### PDN straps and rails, run 1

Scale bar: 20 um. Pins as bars on the die edge. Tap cells in grey.
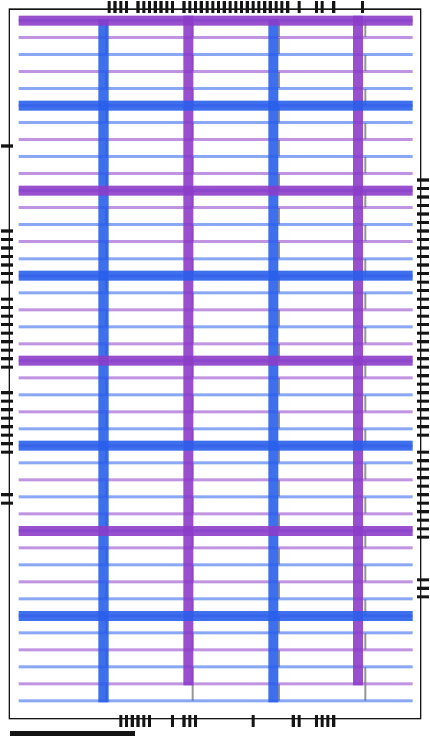
### Cells coloured by class, run 1

Scale bar: 20 um.
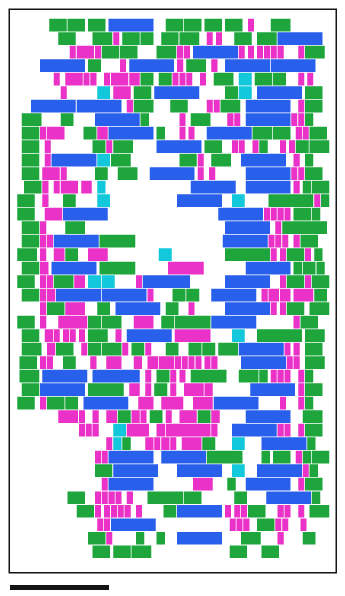
### Routed clock nets over the placement, run 1

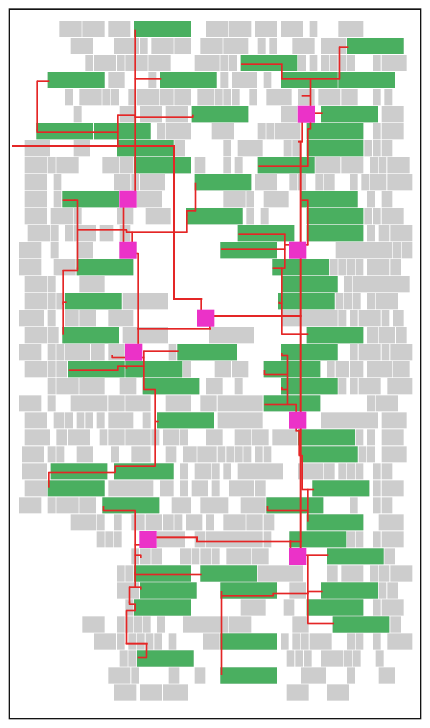
## src/rtl/imem_port_arbiter_pkg.sv

```systemverilog
// Shared types for the instruction-memory port arbiter.
package imem_arb_pkg;

    typedef enum logic [1:0] {
        IDLE    = 2'd0,
        ACCESS  = 2'd1,
        RELEASE = 2'd2
    } arb_state_t;

    typedef logic port_id_t;

    localparam port_id_t PORT_FETCH = 1'b0;
    localparam port_id_t PORT_DEBUG = 1'b1;

endpackage

```

## src/rtl/imem_port_arbiter_if.sv

```systemverilog
// Requester and memory-side signals of the arbiter, bundled.
// slave = arbiter view, master = requesters plus memory view.
interface imem_port_arbiter_if #(
    parameter int WORD_SIZE    = 32,
    parameter int ADDRESS_SIZE = 16
);
    logic                    req0;
    logic                    req1;
    logic [ADDRESS_SIZE-1:0] addr0;
    logic [ADDRESS_SIZE-1:0] addr1;
    logic                    gnt0;
    logic                    gnt1;
    logic                    rvalid0;
    logic                    rvalid1;
    logic                    rerr0;
    logic                    rerr1;
    logic [0:WORD_SIZE-1]    rdata;
    logic                    mem_enable;
    logic [ADDRESS_SIZE-1:0] mem_address;
    logic [0:WORD_SIZE-1]    mem_data;
    logic                    mem_data_ready;

    modport slave (
        input  req0, req1, addr0, addr1, mem_data, mem_data_ready,
        output gnt0, gnt1, rvalid0, rvalid1, rerr0, rerr1, rdata,
               mem_enable, mem_address
    );

    modport master (
        output req0, req1, addr0, addr1, mem_data, mem_data_ready,
        input  gnt0, gnt1, rvalid0, rvalid1, rerr0, rerr1, rdata,
               mem_enable, mem_address
    );
endinterface

```

## src/rtl/imem_port_arbiter_rr_arb2.sv

```systemverilog
// Two-way round-robin picker: on a tie the port that did not win last time wins.
module rr_arb2
    import imem_arb_pkg::*;
(
    input  logic [1:0] req,
    input  port_id_t   last,
    output port_id_t   grant_id,
    output logic       any
);
    // Winner selection; grant_id is only meaningful while any=1
    always_comb begin
        grant_id = PORT_FETCH;
        if (req == 2'b11)
            grant_id = ~last;
        else if (req[1])
            grant_id = PORT_DEBUG;
    end

    assign any = |req;
endmodule

```

## src/rtl/imem_port_arbiter.sv

```systemverilog
// Shares one read-only memory port between fetch (port 0) and debug (port 1).
// One access outstanding; ENABLE drops for a RELEASE cycle after every access
// so the memory's sticky DATA_READY clears before the next address is served.
module imem_port_arbiter
    import imem_arb_pkg::*;
#(
    parameter int WORD_SIZE      = 32,
    parameter int ADDRESS_SIZE   = 16,
    parameter int TIMEOUT_CYCLES = 15
) (
    input  logic               clk,
    input  logic               rst,
    imem_port_arbiter_if.slave bus
);
    localparam int CW = $clog2(TIMEOUT_CYCLES + 1);

    localparam logic [1:0] ST_IDLE    = IDLE;
    localparam logic [1:0] ST_ACCESS  = ACCESS;
    localparam logic [1:0] ST_RELEASE = RELEASE;

    logic [1:0]              state;
    logic [CW-1:0]           cnt;
    port_id_t                last_grant;
    port_id_t                owner;
    port_id_t                pick;
    logic                    any_req;
    logic                    gnt0_q, gnt1_q, rvalid0_q, rvalid1_q, rerr0_q, rerr1_q;
    logic [0:WORD_SIZE-1]    rdata_q;
    logic [ADDRESS_SIZE-1:0] addr_q;
    logic                    ready_ok;
    logic                    timed_out;

    rr_arb2 u_arb (
        .req      ({bus.req1, bus.req0}),
        .last     (last_grant),
        .grant_id (pick),
        .any      (any_req)
    );

    // Ready in the first ACCESS cycle would be the memory's stale valid
    assign ready_ok  = bus.mem_data_ready && (cnt != '0);
    // Abort at the end of the TIMEOUT_CYCLES-th ACCESS cycle
    assign timed_out = (cnt == CW'(TIMEOUT_CYCLES - 1));

    // Access sequencer: grant, wait for ready or timeout, release
    always_ff @(posedge clk or negedge rst) begin
        if (!rst) begin
            state      <= ST_IDLE;
            cnt        <= '0;
            last_grant <= PORT_DEBUG;
            owner      <= PORT_FETCH;
            addr_q     <= '0;
            rdata_q    <= '0;
            gnt0_q     <= 1'b0;
            gnt1_q     <= 1'b0;
            rvalid0_q  <= 1'b0;
            rvalid1_q  <= 1'b0;
            rerr0_q    <= 1'b0;
            rerr1_q    <= 1'b0;
        end else begin
            gnt0_q    <= 1'b0;
            gnt1_q    <= 1'b0;
            rvalid0_q <= 1'b0;
            rvalid1_q <= 1'b0;
            rerr0_q   <= 1'b0;
            rerr1_q   <= 1'b0;
            case (state)
                ST_IDLE: begin
                    if (any_req) begin
                        owner      <= pick;
                        last_grant <= pick;
                        addr_q     <= (pick == PORT_DEBUG) ? bus.addr1 : bus.addr0;
                        gnt0_q     <= (pick == PORT_FETCH);
                        gnt1_q     <= (pick == PORT_DEBUG);
                        cnt        <= '0;
                        state      <= ST_ACCESS;
                    end
                end
                ST_ACCESS: begin
                    cnt <= cnt + 1'b1;
                    if (ready_ok) begin
                        rdata_q   <= bus.mem_data;
                        rvalid0_q <= (owner == PORT_FETCH);
                        rvalid1_q <= (owner == PORT_DEBUG);
                        state     <= ST_RELEASE;
                    end else if (timed_out) begin
                        rdata_q   <= '0;
                        rvalid0_q <= (owner == PORT_FETCH);
                        rvalid1_q <= (owner == PORT_DEBUG);
                        rerr0_q   <= (owner == PORT_FETCH);
                        rerr1_q   <= (owner == PORT_DEBUG);
                        state     <= ST_RELEASE;
                    end
                end
                ST_RELEASE: begin
                    cnt   <= '0;
                    state <= ST_IDLE;
                end
                default: state <= ST_IDLE;
            endcase
        end
    end

    assign bus.mem_enable  = (state == ST_ACCESS);
    assign bus.mem_address = addr_q;
    assign bus.rdata       = rdata_q;
    assign bus.gnt0        = gnt0_q;
    assign bus.gnt1        = gnt1_q;
    assign bus.rvalid0     = rvalid0_q;
    assign bus.rvalid1     = rvalid1_q;
    assign bus.rerr0       = rerr0_q;
    assign bus.rerr1       = rerr1_q;

    a_one_gnt: assert property (@(posedge clk) disable iff (!rst) !(gnt0_q && gnt1_q));
    a_one_rvalid: assert property (@(posedge clk) disable iff (!rst) !(rvalid0_q && rvalid1_q));
endmodule

```

## src/flat_wrapper.sv

```systemverilog
// flat-port wrapper written by rule: the top's interface ports become plain ports
module imem_port_arbiter_flat import imem_arb_pkg::*;
#(
    parameter int WORD_SIZE      = 32,
    parameter int ADDRESS_SIZE   = 16,
    parameter int TIMEOUT_CYCLES = 15
)
  (clk, rst, bus_req0, bus_req1, bus_addr0, bus_addr1, bus_mem_data, bus_mem_data_ready, bus_gnt0, bus_gnt1, bus_rvalid0, bus_rvalid1, bus_rerr0, bus_rerr1, bus_rdata, bus_mem_enable, bus_mem_address);
  imem_port_arbiter_if #(.WORD_SIZE(WORD_SIZE), .ADDRESS_SIZE(ADDRESS_SIZE)) bus_i ();
  input  logic clk;
  input  logic rst;
  input wire logic [$bits(bus_i.req0)-1:0] bus_req0;
  input wire logic [$bits(bus_i.req1)-1:0] bus_req1;
  input wire logic [$bits(bus_i.addr0)-1:0] bus_addr0;
  input wire logic [$bits(bus_i.addr1)-1:0] bus_addr1;
  input wire logic [$bits(bus_i.mem_data)-1:0] bus_mem_data;
  input wire logic [$bits(bus_i.mem_data_ready)-1:0] bus_mem_data_ready;
  output wire logic [$bits(bus_i.gnt0)-1:0] bus_gnt0;
  output wire logic [$bits(bus_i.gnt1)-1:0] bus_gnt1;
  output wire logic [$bits(bus_i.rvalid0)-1:0] bus_rvalid0;
  output wire logic [$bits(bus_i.rvalid1)-1:0] bus_rvalid1;
  output wire logic [$bits(bus_i.rerr0)-1:0] bus_rerr0;
  output wire logic [$bits(bus_i.rerr1)-1:0] bus_rerr1;
  output wire logic [$bits(bus_i.rdata)-1:0] bus_rdata;
  output wire logic [$bits(bus_i.mem_enable)-1:0] bus_mem_enable;
  output wire logic [$bits(bus_i.mem_address)-1:0] bus_mem_address;
  assign bus_i.req0 = bus_req0;
  assign bus_i.req1 = bus_req1;
  assign bus_i.addr0 = bus_addr0;
  assign bus_i.addr1 = bus_addr1;
  assign bus_i.mem_data = bus_mem_data;
  assign bus_i.mem_data_ready = bus_mem_data_ready;
  assign bus_gnt0 = bus_i.gnt0;
  assign bus_gnt1 = bus_i.gnt1;
  assign bus_rvalid0 = bus_i.rvalid0;
  assign bus_rvalid1 = bus_i.rvalid1;
  assign bus_rerr0 = bus_i.rerr0;
  assign bus_rerr1 = bus_i.rerr1;
  assign bus_rdata = bus_i.rdata;
  assign bus_mem_enable = bus_i.mem_enable;
  assign bus_mem_address = bus_i.mem_address;
  imem_port_arbiter #(.WORD_SIZE(WORD_SIZE), .ADDRESS_SIZE(ADDRESS_SIZE), .TIMEOUT_CYCLES(TIMEOUT_CYCLES)) u_core (.clk(clk), .rst(rst), .bus(bus_i));
endmodule
```

## config.mk

```make
export PLATFORM = sky130hd
export DESIGN_NAME = imem_port_arbiter_flat
export DESIGN_NICKNAME = d
export VERILOG_FILES = /design/src/rtl/imem_port_arbiter_pkg.sv /design/src/rtl/imem_port_arbiter_if.sv /design/src/rtl/imem_port_arbiter_rr_arb2.sv /design/src/rtl/imem_port_arbiter.sv /design/src/flat_wrapper.sv
export SDC_FILE = /design/constraint.sdc
export NUM_CORES = 1
export LEC_CHECK = 0
export ABC_AREA = 1
export CORE_ASPECT_RATIO = 1.75
export CORE_UTILIZATION = 38
export CTS_BUF_LIST = sky130_fd_sc_hd__clkbuf_4
export CTS_CLUSTER_SIZE = 20
export DETAILED_ROUTE_END_ITERATION = 8
export PLACE_DENSITY = 0.84
export SLEW_MARGIN = 20
export SYNTH_ARGS = -nofsm -noshare
export SYNTH_HDL_FRONTEND = slang
export SYNTH_SLANG_ARGS = --single-unit
```

## constraint.sdc

```tcl
create_clock -name clk -period 1.3 [get_ports clk]
set_input_delay 0.325 -clock clk [delete_from_list [all_inputs] [get_ports clk]]
set_output_delay 0.325 -clock clk [all_outputs]
set_load 0.02 [all_outputs]
```

==> flow_metrics.env, run 1 <==
# physical design summary
export IMPL_syn_inst=294
export IMPL_rr_worst_depth=8
export IMPL_finalHoldViolations=0
export IMPL_grt_max_degree=33
export IMPL_vias=2586
export IMPL_outcome="finished, violations left"
export IMPL_worst_slack_ns=-0.122
export IMPL_ys_warn_count=0
export IMPL_fmax_ghz=0.703
export IMPL_ys_seq_share_pct=57.8
export IMPL_ios=124
export IMPL_grt_pass1_wl_um=10900
export IMPL_cts_htree_levels=3
export IMPL_via_per_inst=4.64
export IMPL_firstDrtPassIters=4
export IMPL_drv_cap=0
export IMPL_synthToLayoutAreaGrowth_pct=70.2
export IMPL_path_class="reg2reg"
export IMPL_slew_headroom_pct=79.0
export IMPL_setup_viol=41
export IMPL_critPathLaunchType="register"
export IMPL_crit_required_ns=1.62
export IMPL_clkTransAtPathRegs_ns=0.09
export IMPL_synth_distinct_cells=23
export IMPL_antenna_found_initial=0
export IMPL_power_density_nw_per_um2=2300
export IMPL_syn_area_sq_um=2690
export IMPL_dieArea_sq_um=7420
export IMPL_violations="negative setup slack"
export IMPL_yosys_area_sq_um=2690
export IMPL_finalMaxSlewViolations=0
export IMPL_worst_pin_slew_ns=0.314
export IMPL_portBuffers=123
export IMPL_post_route_min_period_ns=1.42
export IMPL_wl_per_cell_um=14.0
Notes on 'PDN straps and rails' above:
| colour | net |
|---|---|
| blue | VSS |
| purple | VDD |
met5 straps: 8
signal pins: 124
Die Y: 113 um
Max rail drop VDD: 0.00127 V
Core Area: 6860 sq um
die width: 65.5 um

Notes on 'Cells coloured by class' above:
| colour | class | cells | share of their area |
|---|---|---|---|
| magenta | combinational and other logic | 222 | 25% |
| green | remaining buffers and delay cells | 174 | 38% |
| blue | sequential cells | 62 | 35% |
| cyan | clock drivers and dummy loads | 15 | 2.4% |
post-layout util: 66.6%
num rows: 40
Final Cell Area: 4570 sq um
Seq/total area: 34.0%

Notes on 'Routed clock nets over the placement' above:
[red] clock wires | length: 663 um
[magenta] clock drivers | count: 9
[green] flip-flops | count: 62
routed clock nets: 10
Max Clock Skew: 0.00654 ns
power share of the clock group: 10.1%
Clk power: 1.06 mW
Late-Pin Clk Latency: 0.38 ns

-- run 1: critical path, stage by stage (launching register included) --
cell	delay, ns
dfrtp_1	0.37
inv_2	0.07
nor2_8	0.11
buf_4	0.17
inv_2	0.06
nor2_4	0.19
clkbuf_16	0.22
nand2_1	0.07
nand2_1	0.08
-- run 1: stage by stage --
step / hold WS, ns / power, mW / TNS (ns) / util (%) / area [sq um]
final: 0.342 / 10.5 / -2.32 / 66.6 / 4570
after global routing: 0.329 / 11.2 / -5.32 / 66.6 / 4570
after CTS: 0.316 / 9.22 / -1.28 / 59.8 / 4100
after detailed placement: 0.218 / 8.48 / -12.69 / 60.1 / 4120
after global placement: 0.213 / 8.27 / -11.19 / 60.1 / 4120
after floorplan: 0.0294 / 6.05 / 0 / - / 2690
-- run 1: per-layer routing --
metal	global-route usage [%]	up-vias	share of wire (%)
li1	-	1243	-
met1	20.2	1225	35
met2	34.7	102	58
met3	4.03	16	5.0
met4	9.57	0	2.2
met5	0	-	0
-- run 1: what timing repair did --
action,in CTS,in global routing
gates cloned,0,4
pin swaps,3,10
setup endpoints to repair,104,86
gates resized,235,76
endpoints found under the hold margin,8,0
setup buffers,9,15
hold buffers,1,0
-- run 1: kinds of logic (layout without fill, tap and decap cells) --
group / after synthesis / in the layout / synth area share [%]
AND/OR/NAND/NOR: 200 / 200 / 32.7
flip-flops: 62 / 62 / 57.8
buffers and inverters: 21 / 200 / 5.78
AND-OR/OR-AND: 6 / 6 / 1.68
adder cells (fa/ha/maj): 3 / 3 / 1.40
XOR/XNOR: 2 / 2 / 0.652
-- run 1: report_power, final --
| group | switching (mW) | internal (mW) |
|---|---|---|
| clock network | 0.595 | 0.465 |
| registers | 0.550 | 2.78 |
| logic | 3.16 | 2.98 |
-- run 1: cell type report --
cell class                      count  area [sq um]  share of cell area (%)
Clock buffer                       13          97.6                    2.14
Clock inverter                      2          10.0                   0.219
Inverter                           11          41.3                   0.904
Tap cell                           84           105                    2.30
Multi-Input combinational cell    211          1050                    23.1
Timing Repair Buffer              174          1710                    37.4
Sequential cell                    62          1550                    34.0
-- run 1: cell usage after synthesis, drive strengths merged --
| cell | count |
|---|---|
| nand2 | 175 |
| dfrtp | 61 |
| nand3 | 14 |
| inv | 11 |
| buf | 10 |
| nor2 | 9 |
| o21ai | 6 |
| ha | 3 |
| nor3 | 2 |
| dfstp | 1 |
| xnor2 | 1 |
| xor2 | 1 |
-- run 1: path summary, 6_finish.rpt --
path | from | to
max in group asynchronous | rst | u_core.last_grant
max reg2reg | u_core.state[0] | u_core.bus.rdata[31]
max | u_core.state[0] | u_core.bus.rdata[31]
min reg2reg | u_core.bus.rdata[16] | u_core.bus.rdata[16]
min in group clk | u_core.bus.rdata[16] | u_core.bus.rdata[16]
min | rst | u_core.bus.mem_address[15]
-- run 1: layout by cell type, fill, tap and decap left out, types with 9 or more instances in the layout --
cell type        instances
dfrtp_1                 60
nand3_2                  9
buf_2                   23
buf_6                   35
nand2_2                 10
buf_4                   37
clkbuf_4                13
clkdlybuf4s50_1         67
nand2_1                159
==> inputs of run 2 (changes only) <==
--- a/config.mk
+++ b/config.mk
@@ -11,6 +11,7 @@
 export CTS_BUF_LIST = sky130_fd_sc_hd__clkbuf_4
 export CTS_CLUSTER_SIZE = 20
 export DETAILED_ROUTE_END_ITERATION = 8
+export GPL_ROUTABILITY_DRIVEN = 0
 export PLACE_DENSITY = 0.84
 export SLEW_MARGIN = 20
 export SYNTH_ARGS = -nofsm -noshare
### Cells coloured by class, run 2

Scale bar: 20 um.
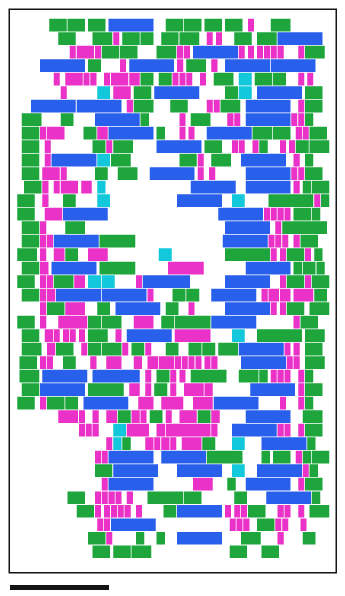
| colour | class | cells | share of their area |
|---|---|---|---|
| cyan | clock drivers and dummy loads | 15 | 2.4% |
| green | remaining buffers and delay cells | 174 | 38% |
| magenta | combinational and other logic | 222 | 25% |
| blue | sequential cells | 62 | 35% |

### PDN straps and rails, run 2

Scale bar: 20 um. Pins as bars on the die edge. Tap cells in grey.
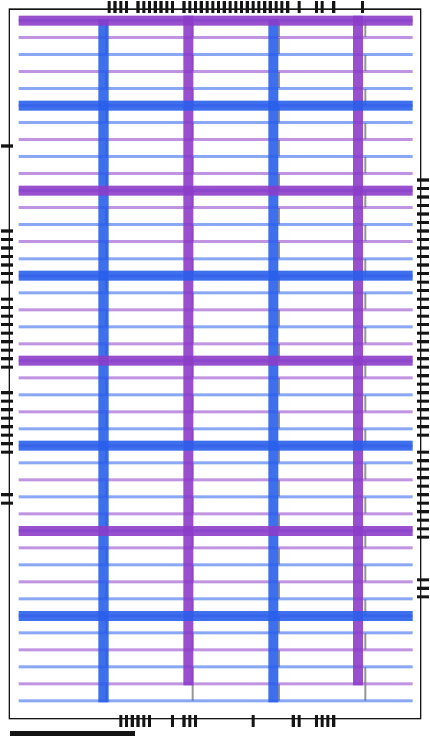
| colour | net |
|---|---|
| purple | VDD |
| blue | VSS |
met5 straps: 8
met4 straps: 4
signal pins: 124

### Signal wires by layer, run 2

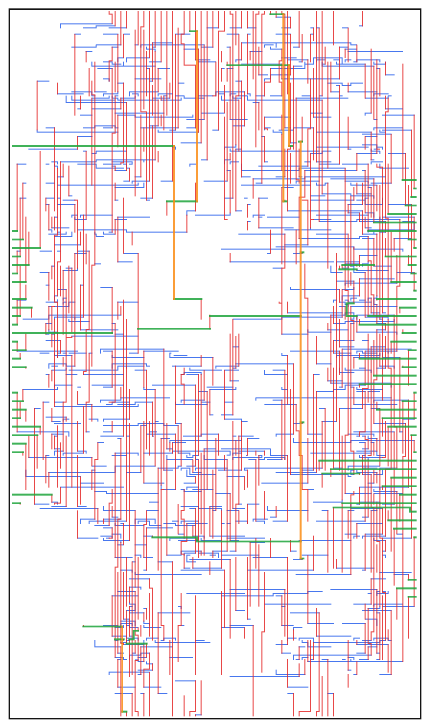
| colour | layer | wire length |
|---|---|---|
| blue | metal 1 | 2740 um |
| orange | metal 4 | 175 um |
| green | metal 3 | 393 um |
| red | metal 2 | 4520 um |
GRT Overall Usage: 19.1%
WL/cell: 14.0 um

==> flow_metrics.env, run 2 <==
# physical design summary
export IMPL_clk_latency_ns=0.38
export IMPL_multiInputGateArea_sq_um=1050
export IMPL_setup_tns_final_ns=-2.32
export IMPL_peakVddDrop_v=0.00127
export IMPL_grt_overflow=0
export IMPL_ys_seq_share_pct=57.8
export IMPL_grt_max_degree=33
export IMPL_via_per_inst=4.64
export IMPL_final_cell_mix="159 x nand2_1, 67 x clkdlybuf4s50_1, 60 x dfrtp_1"
export IMPL_root_buffer="clkbuf_4"
export IMPL_synth_edff_count=0
export IMPL_yosys_top_cells_count="165 x nand2_1, 61 x dfrtp_1, 10 x nand2_2"
export IMPL_num_rows=40
export IMPL_firstDrtPassIters=4
export IMPL_clkTransAtPathRegs_ns=0.09
export IMPL_worstSetupEndpointType="register"
export IMPL_critPathLaunchType="register"
export IMPL_grt_pass1_wl_um=10900
export IMPL_die_h_um=113
export IMPL_final_core_util_pct=66.6
export IMPL_worst_slack_ns=-0.122
export IMPL_outcome="finished, violations left"
export IMPL_synthArstFlopShare_pct=100
export IMPL_flop_cell="dfrtp_1"
export IMPL_synth_dominant_cell_count="nand2_1"
export IMPL_power_density_nw_per_um2=2300
export IMPL_drv_cap=0
export IMPL_die_w_um=65.5
export IMPL_fmax_ghz=0.703
export IMPL_finalMaxSlewViolations=0
export IMPL_worst_pin_slew_ns=0.314
export IMPL_synthToLayoutAreaGrowth_pct=70.2
export IMPL_path_class="reg2reg"
export IMPL_vias=2586
export IMPL_ios=124
export IMPL_regArea_sq_um=1550
export IMPL_portBuffers=123
export IMPL_syn_area_sq_um=2690
export IMPL_finClkSkew_ns=0.00654
export IMPL_dieArea_sq_um=7420
export IMPL_post_route_min_period_ns=1.42
export IMPL_yosys_area_sq_um=2690
export IMPL_violations="negative setup slack"
export IMPL_syn_inst=294
export IMPL_core_sq_um=6860
export IMPL_final_common_cell="nand2_1"
export IMPL_crit_required_ns=1.62
export IMPL_whs_ns=0.342
export IMPL_setup_viol=41
[run 2: cell type report]
type | instances | share of cell area, %
sequential | 62 | 34.0
inverter | 11 | 0.904
clock inverter | 2 | 0.219
clock buffer | 13 | 2.14
multi-input combinational | 211 | 23.1
timing repair buffer | 174 | 37.4
tap | 84 | 2.30
[run 2: worst max-delay path: stages, from the launching register on]
cell	delay [ns]
dfrtp_1	0.37
inv_2	0.07
nor2_8	0.11
buf_4	0.17
inv_2	0.06
nor2_4	0.19
clkbuf_16	0.22
nand2_1	0.07
nand2_1	0.08
[run 2: power by group]
group | total [mW] | switching, mW | internal, mW
combinational | 6.14 | 3.16 | 2.98
sequential | 3.33 | 0.550 | 2.78
clock | 1.06 | 0.595 | 0.465
[run 2: kinds of logic after synthesis]
family / synth area share [%]
xor gates and xnor gates: 0.652
DFF: 57.8
adders and majority gates: 1.40
buffers and inverters: 5.78
AOI/OAI and AO/OA: 1.68
and+or+nand+nor: 32.7
[run 2: stage by stage]
| stage | instance area [sq um] | instances | total power [mW] |
|---|---|---|---|
| global route | 4570 | 557 | 11.2 |
| global placement | 4120 | 513 | 8.27 |
| finish | 4570 | 557 | 10.5 |
| detailed placement | 4120 | 513 | 8.48 |
| floorplan | 2690 | 294 | 6.05 |
| CTS | 4100 | 538 | 9.22 |
[run 2: routing by layer]
layer | part of all wire [%] | global-route usage [%]
met5 | 0 | 0
met4 | 2.2 | 9.57
met3 | 5.0 | 4.03
met2 | 58 | 34.7
met1 | 35 | 20.2
[run 2: repair_timing]
| item | 4_1_cts | 5_1_grt |
|---|---|---|
| cloned | 0 | 4 |
| pin swaps | 3 | 10 |
| hold buffers | 1 | 0 |
| endpoints found under the hold margin | 8 | 0 |
| buffers inserted | 9 | 15 |
| endpoints found under the setup margin | 104 | 86 |
| gates resized | 235 | 76 |
[run 2: path summary, 6_finish.rpt]
kind / startpoint / endpoint / cells after the start
worst max-delay path: u_core.state[0] / u_core.bus.rdata[31] / 8
worst min-delay path: rst / u_core.bus.mem_address[15] / 2
worst max register to register: u_core.state[0] / u_core.bus.rdata[31] / 8
worst min register to register: u_core.bus.rdata[16] / u_core.bus.rdata[16] / 2
max in group asynchronous: rst / u_core.last_grant / 3
min in group clk: u_core.bus.rdata[16] / u_core.bus.rdata[16] / 2
==> inputs of run 3 (changes only) <==
--- a/config.mk
+++ b/config.mk
@@ -13,7 +13,7 @@
 export DETAILED_ROUTE_END_ITERATION = 8
 export GPL_ROUTABILITY_DRIVEN = 0
 export PLACE_DENSITY = 0.84
-export SLEW_MARGIN = 20
+export SLEW_MARGIN = 0
 export SYNTH_ARGS = -nofsm -noshare
 export SYNTH_HDL_FRONTEND = slang
 export SYNTH_SLANG_ARGS = --single-unit
### Routing congestion, run 3

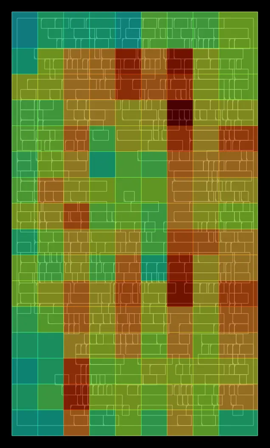
global route hottest layer: met2
grt met1 use: 20.2%

### Cells coloured by class, run 3

Scale bar: 20 um.
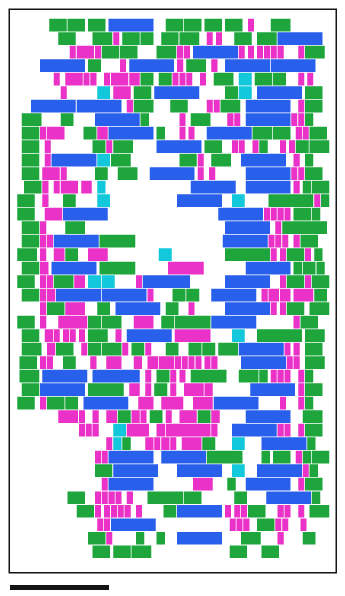
| colour | class | cells | share of their area |
|---|---|---|---|
| cyan | clock drivers and dummy loads | 15 | 2.4% |
| magenta | combinational and other logic | 222 | 25% |
| green | remaining buffers and delay cells | 174 | 38% |
| blue | sequential cells | 62 | 35% |

### PDN straps and rails, run 3

Scale bar: 20 um. Pins as bars on the die edge. Tap cells in grey.
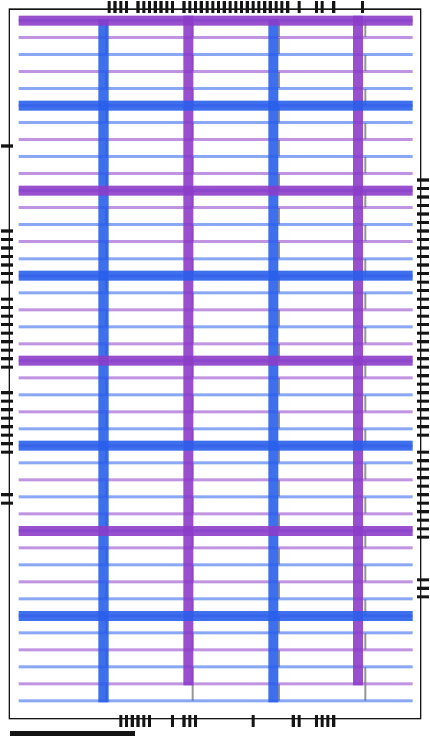
| colour | net |
|---|---|
| purple | VDD |
| blue | VSS |
met1 rails: 41
rows: 40
tap cells: 84
signal pins: 124

==> flow_metrics.env, run 3 <==
# physical design summary
export IMPL_dpl_cell_area_sq_um=4120
export IMPL_critPathLaunchType="register"
export IMPL_finClkSkew_ns=0.00654
export IMPL_cts_htree_levels=3
export IMPL_syn_inst=294
export IMPL_setup_tns_final_ns=-2.32
export IMPL_synthArstFlopShare_pct=100
export IMPL_dieArea_sq_um=7420
export IMPL_grt_overflow=0
export IMPL_peakVddDrop_v=0.00127
export IMPL_crit_required_ns=1.62
export IMPL_finalPower_mw=10.5
export IMPL_synth_distinct_cells=23
export IMPL_slew_headroom_pct=79.0
export IMPL_root_buffer="clkbuf_4"
export IMPL_route_met2_wl_um=4520
export IMPL_r2r_end="u_core.bus.rdata[31]"
export IMPL_rr_worst_depth=8
export IMPL_synth_edff_count=0
export IMPL_dp_cells=513
export IMPL_wl_met1_um=2740
export IMPL_flop_cell="dfrtp_1"
export IMPL_portBuffers=123
export IMPL_post_route_min_period_ns=1.42
export IMPL_violations="negative setup slack"
export IMPL_path_class="reg2reg"
export IMPL_wl_per_cell_um=14.0
export IMPL_num_rows=40
export IMPL_outcome="finished, violations left"
export IMPL_setup_viol=41
export IMPL_finalHoldViolations=0
export IMPL_worst_slack_ns=-0.122
export IMPL_cp_buffers_inverters=4
export IMPL_ys_seq_share_pct=57.8
export IMPL_crit_path_max_incr_delay_ns=0.37
export IMPL_top_layer_used="met4"
export IMPL_cp_num_cells=8
export IMPL_die_w_um=65.5
export IMPL_grt_max_degree=33
export IMPL_die_h_um=113
==> run 3: cell counts after synthesis <==
No cell type changed its count.
==> run 3: area by class of cell <==
| cell class | count | area, sq um | area share, % |
|---|---|---|---|
| Timing Repair Buffer | 174 | 1710 | 37.4 |
| Sequential cell | 62 | 1550 | 34.0 |
| Multi-Input combinational cell | 211 | 1050 | 23.1 |
| Tap cell | 84 | 105 | 2.30 |
| Clock buffer | 13 | 97.6 | 2.14 |
| Inverter | 11 | 41.3 | 0.904 |
| Clock inverter | 2 | 10.0 | 0.219 |
==> run 3: stage by stage <==
step           setup WS [ns]  hold slack, ns  utilization [%]
2_1_floorplan         0.0115          0.0294                -
3_3_place_gp          -0.313           0.213             60.1
3_5_place_dp          -0.375           0.218             60.1
4_1_cts               -0.124           0.316             59.8
5_1_grt               -0.181           0.329             66.6
6_report              -0.122           0.342             66.6
==> run 3: worst register-to-register path: cells and delay by family (launching register included) <==
kind / cells / cell delay, ns
simple gates: 4 / 0.45
flops: 1 / 0.37
buf+inv: 4 / 0.52
==> run 3: worst min path at each step <==
| stage | to | cells after the start | slack (ns) |
|---|---|---|---|
| final | u_core.bus.mem_address[15] | 2 | 0.34 |
| after floorplan | u_core.bus.gnt0 | 0 | 0.03 |
| after global routing | u_core.bus.rdata[23] | 2 | 0.33 |
| after detailed placement | u_core.bus.rdata[26] | 1 | 0.22 |
| after CTS | u_core.bus.rdata[23] | 2 | 0.32 |
| after global placement | u_core.bus.rdata[26] | 1 | 0.21 |
==> run 3: cells by family after synthesis <==
family,after synthesis,share of synthesized area (%)
AND-OR/OR-AND,6,1.68
flip-flops,62,57.8
AND/OR/NAND/NOR,200,32.7
adder cells (fa/ha/maj),3,1.40
buffers and inverters,21,5.78
XOR/XNOR,2,0.652
==> run 3: power breakdown <==
| part | internal (mW) | total [mW] | leakage, nW | switching, mW |
|---|---|---|---|---|
| sequential | 2.78 | 3.33 | 0.779 | 0.550 |
| clock | 0.465 | 1.06 | 0.0676 | 0.595 |
| combinational | 2.98 | 6.14 | 1.54 | 3.16 |
| total | 6.23 | 10.5 | 2.39 | 4.30 |
==> run 3: per-layer routing <==
layer | vias to the layer above | global-route usage, %
met5 | - | 0
met4 | 0 | 9.57
met3 | 16 | 4.03
met2 | 102 | 34.7
met1 | 1225 | 20.2
li1 | 1243 | -
==> run 3: what timing repair did <==
item                                    CTS  global route
pin swaps                                 3            10
endpoints found under the hold margin     8             0
setup buffers                             9            15
endpoints found under the setup margin  104            86
hold buffers                              1             0
cloned                                    0             4
resized                                 235            76
Power figures rest on the tool's default switching activity, not on a simulated workload.
